<file path="config.mk">
export PLATFORM = sky130hd
export DESIGN_NAME = minv_mdiv_seq
export DESIGN_NICKNAME = d
export VERILOG_FILES = /design/src/rtl/minv_mdiv_seq.sv
export SDC_FILE = /design/constraint.sdc
export NUM_CORES = 1
export LEC_CHECK = 0
export ABC_AREA = 1
export CELL_PAD_IN_SITES_DETAIL_PLACEMENT = 0
export CELL_PAD_IN_SITES_GLOBAL_PLACEMENT = 1
export CORE_ASPECT_RATIO = 0.9
export CORE_MARGIN = 2
export CORE_UTILIZATION = 23
export DETAILED_ROUTE_END_ITERATION = 10
export GPL_TIMING_DRIVEN = 0
export PLACE_DENSITY_LB_ADDON = 0.1
export SLEW_MARGIN = 20
export SYNTH_ARGS = -nofsm -noshare
export SYNTH_HDL_FRONTEND = slang
export SYNTH_SLANG_ARGS = --single-unit
</file>
<file path="constraint.sdc">
create_clock -name clk -period 2.6 [get_ports clk]
set_clock_uncertainty 0.15 [all_clocks]
set_input_delay 0.52 -clock clk [delete_from_list [all_inputs] [get_ports clk]]
set_output_delay 0.52 -clock clk [all_outputs]
set_load 0.005 [all_outputs]
</file>
<file path="src/rtl/minv_mdiv_seq.sv">
`default_nettype none
// ============================================================================
// Module   : minv_mdiv_seq
// Purpose  : Command sequencer for the 256-bit modular inverse / modular
//            division engine. Accepts one command, streams the operand words
//            into the engine with the per-operand load strobes, launches the
//            operation, waits for completion (with optional timeout) and
//            drains the result words back over a valid/ready stream.
// Revision : 1.0 - initial release
// ----------------------------------------------------------------------------
// Ports
//   clk           in   1   clock, rising edge
//   rst           in   1   asynchronous reset, active low
//   cmd_valid     in   1   command request
//   cmd_ready     out  1   command accepted (high only when idle)
//   cmd_inv       in   1   1 = inverse (p, a), 0 = division (p, a, b)
//   cmd_keep_p    in   1   1 = reuse the engine's resident p
//   in_valid      in   1   operand word valid
//   in_ready      out  1   operand word accepted
//   in_data       in   32  operand word, least-significant word first
//   res_valid     out  1   result word valid
//   res_ready     in   1   result consumer ready
//   res_data      out  32  result word, least-significant word first
//   res_last      out  1   marks the final result word
//   busy          out  1   sequencer not idle
//   err_timeout   out  1   sticky timeout flag, cleared by the next command
//   mm_datain     out  32  engine data input
//   mm_loadp/a/b  out  1   engine load strobes, one word per high cycle
//   mm_minv_mdiv  out  1   engine operation select
//   mm_en         out  1   engine start pulse
//   mm_rdy        in   1   engine completion level
//   mm_out_valid  in   1   engine result word valid
//   mm_out_ready  out  1   engine result word taken
//   mm_result     in   32  engine result word
// ============================================================================
module minv_mdiv_seq #(
   parameter int WORDS     = 8,
   parameter int TO_CYCLES = 65535
) (
   input  logic        clk,
   input  logic        rst,
   input  logic        cmd_valid,
   output logic        cmd_ready,
   input  logic        cmd_inv,
   input  logic        cmd_keep_p,
   input  logic        in_valid,
   output logic        in_ready,
   input  logic [31:0] in_data,
   output logic        res_valid,
   input  logic        res_ready,
   output logic [31:0] res_data,
   output logic        res_last,
   output logic        busy,
   output logic        err_timeout,
   output logic [31:0] mm_datain,
   output logic        mm_loadp,
   output logic        mm_loada,
   output logic        mm_loadb,
   output logic        mm_minv_mdiv,
   output logic        mm_en,
   input  logic        mm_rdy,
   input  logic        mm_out_valid,
   output logic        mm_out_ready,
   input  logic [31:0] mm_result
);

   localparam int CW = (WORDS > 1) ? $clog2(WORDS) : 1;
   localparam int TW = (TO_CYCLES > 1) ? $clog2(TO_CYCLES + 1) : 1;

   localparam logic [CW-1:0] C_LAST_WORD = CW'(WORDS - 1);
   localparam logic [CW-1:0] C_CNT_ONE   = CW'(1);
   localparam logic [TW-1:0] C_TO_ONE    = TW'(1);
   // Value held by the wait counter on the last permitted WAIT cycle.
   localparam logic [TW-1:0] C_TO_LAST   = (TO_CYCLES > 0) ? TW'(TO_CYCLES - 1) : '0;

   typedef enum logic [2:0] {
      S_IDLE   = 3'd0,
      S_LOAD_P = 3'd1,
      S_LOAD_A = 3'd2,
      S_LOAD_B = 3'd3,
      S_START  = 3'd4,
      S_WAIT   = 3'd5,
      S_DRAIN  = 3'd6
   } state_t;

   state_t        r_state;
   state_t        w_state_nxt;
   logic [CW-1:0] r_cnt;
   logic [CW-1:0] w_cnt_nxt;
   logic [TW-1:0] r_to_cnt;
   logic [TW-1:0] w_to_nxt;
   logic          r_op_inv;
   logic          w_op_nxt;
   logic          r_err;
   logic          w_err_nxt;

   logic          w_loading;
   logic          w_last_word;
   logic          w_res_hs;

   // ------------------------------------------------------------------------
   // State and datapath registers
   // ------------------------------------------------------------------------
   always_ff @(posedge clk or negedge rst) begin
      if (!rst) begin
         r_state  <= S_IDLE;
         r_cnt    <= '0;
         r_to_cnt <= '0;
         r_op_inv <= 1'b0;
         r_err    <= 1'b0;
      end else begin
         r_state  <= w_state_nxt;
         r_cnt    <= w_cnt_nxt;
         r_to_cnt <= w_to_nxt;
         r_op_inv <= w_op_nxt;
         r_err    <= w_err_nxt;
      end
   end

   assign w_loading   = (r_state == S_LOAD_P) || (r_state == S_LOAD_A) ||
                        (r_state == S_LOAD_B);
   assign w_last_word = (r_cnt == C_LAST_WORD);
   // The drain handshake is counted on the engine side of the pass-through.
   assign w_res_hs    = mm_out_valid && res_ready;

   // ------------------------------------------------------------------------
   // Next-state and output decode
   // ------------------------------------------------------------------------
   always_comb begin
      w_state_nxt  = r_state;
      w_cnt_nxt    = r_cnt;
      w_to_nxt     = r_to_cnt;
      w_op_nxt     = r_op_inv;
      w_err_nxt    = r_err;

      cmd_ready    = (r_state == S_IDLE);
      busy         = (r_state != S_IDLE);
      in_ready     = w_loading;
      mm_datain    = w_loading ? in_data : 32'h0;
      mm_loadp     = (r_state == S_LOAD_P) && in_valid;
      mm_loada     = (r_state == S_LOAD_A) && in_valid;
      mm_loadb     = (r_state == S_LOAD_B) && in_valid;
      mm_en        = (r_state == S_START);
      mm_minv_mdiv = r_op_inv;
      res_valid    = (r_state == S_DRAIN) && mm_out_valid;
      mm_out_ready = (r_state == S_DRAIN) && res_ready;
      res_data     = mm_result;
      res_last     = (r_state == S_DRAIN) && mm_out_valid && w_last_word;
      err_timeout  = r_err;

      case (r_state)
         S_IDLE: begin
            if (cmd_valid) begin
               w_op_nxt    = cmd_inv;
               w_err_nxt   = 1'b0;
               w_cnt_nxt   = '0;
               w_state_nxt = cmd_keep_p ? S_LOAD_A : S_LOAD_P;
            end
         end

         S_LOAD_P, S_LOAD_A, S_LOAD_B: begin
            if (in_valid) begin
               if (w_last_word) begin
                  w_cnt_nxt = '0;
                  case (r_state)
                     S_LOAD_P: w_state_nxt = S_LOAD_A;
                     S_LOAD_A: w_state_nxt = r_op_inv ? S_START : S_LOAD_B;
                     default:  w_state_nxt = S_START;
                  endcase
               end else begin
                  w_cnt_nxt = r_cnt + C_CNT_ONE;
               end
            end
         end

         S_START: begin
            w_to_nxt    = '0;
            w_state_nxt = S_WAIT;
         end

         S_WAIT: begin
            w_to_nxt = r_to_cnt + C_TO_ONE;
            // Completion wins over a timeout landing on the same cycle.
            if (mm_rdy) begin
               w_to_nxt    = '0;
               w_cnt_nxt   = '0;
               w_state_nxt = S_DRAIN;
            end else if ((TO_CYCLES != 0) && (r_to_cnt == C_TO_LAST)) begin
               w_err_nxt   = 1'b1;
               w_state_nxt = S_IDLE;
            end
         end

         S_DRAIN: begin
            if (w_res_hs) begin
               if (w_last_word) begin
                  w_cnt_nxt   = '0;
                  w_state_nxt = S_IDLE;
               end else begin
                  w_cnt_nxt = r_cnt + C_CNT_ONE;
               end
            end
         end

         default: begin
            w_state_nxt = S_IDLE;
         end
      endcase
   end

endmodule
`default_nettype wire

</file>
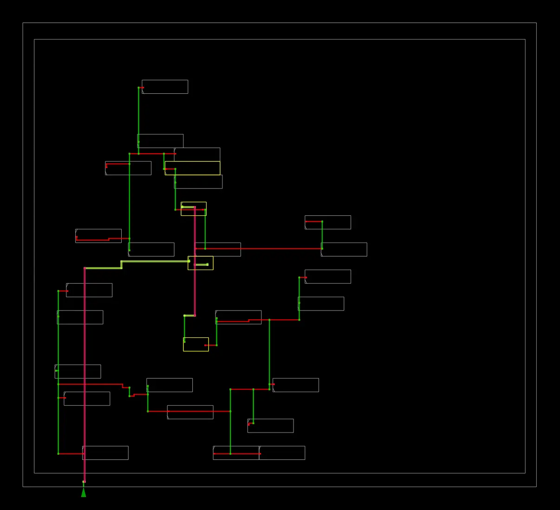
(clock routing)
TritonCTS Buffers: 3
clock sink count: 24
FFs & Latches: 24

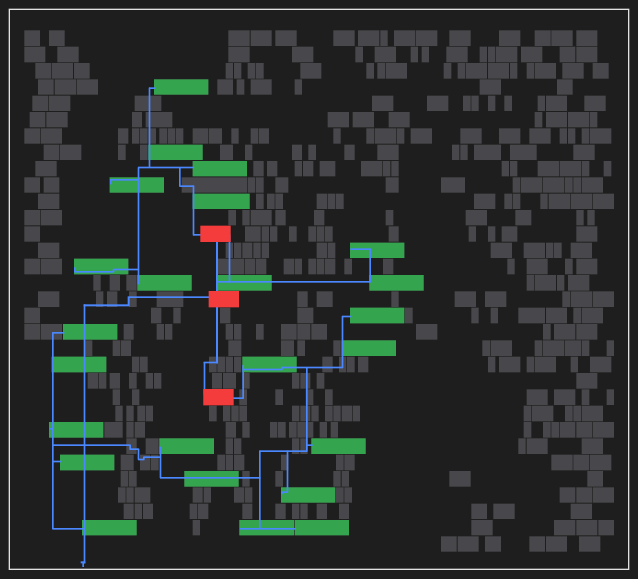
(clock distribution)
(6 px per um)
[red] clock drivers | count: 3
[green] flip-flops | count: 24
[blue] clock wires | length: 393 um
routed clock nets: 4

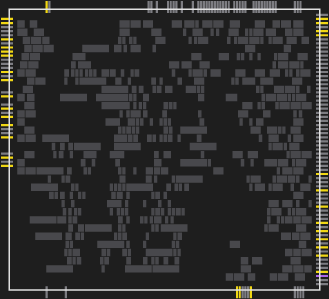
(I/O pins on the die edge)
(3 px per um) Pins as bars across the die edge, other pins in grey.
| colour | port | pins | direction | edge |
|---|---|---|---|---|
| purple | `err_timeout` | 1 | output | right |
| yellow | `mm_result` | 32 | input | 15 left, 13 right, 3 bottom, 1 top |

==> reports/results.ini <==
[power_and_ir_drop]
clk-power_uw = 336
combPwrFrac_pct = 63.1

[logic_synthesis]
common_cells = nor2_1 (68), nand2_1 (66), inv_1 (64)
simple_gate_share_pct = 35.2
ys_seq_share_pct = 29.6
ys_sh_adder_pct = 2.47
top_area_share_pct = 29.6

[global_routing]
use_met2_pct = 23.2

[place]
place_area_mm2 = 0.00333
pre_cts_ws_ps = 125

[clock_network]
cts_hold_buf = 0
cts_buffer_depth = 2

[run_status]
outcome = completed

[critical_path]
max_stage_delay_ps = 510
arrival_ps = 1810
crit_family = buffers and inverters
rrSetupSlack_ps = 850
crit_path_end = mm_datain[7]

[worst_hold_path]
hold_path_class = in2async

[layout]
seq_area_um2 = 602
final_util_pct = 40.1

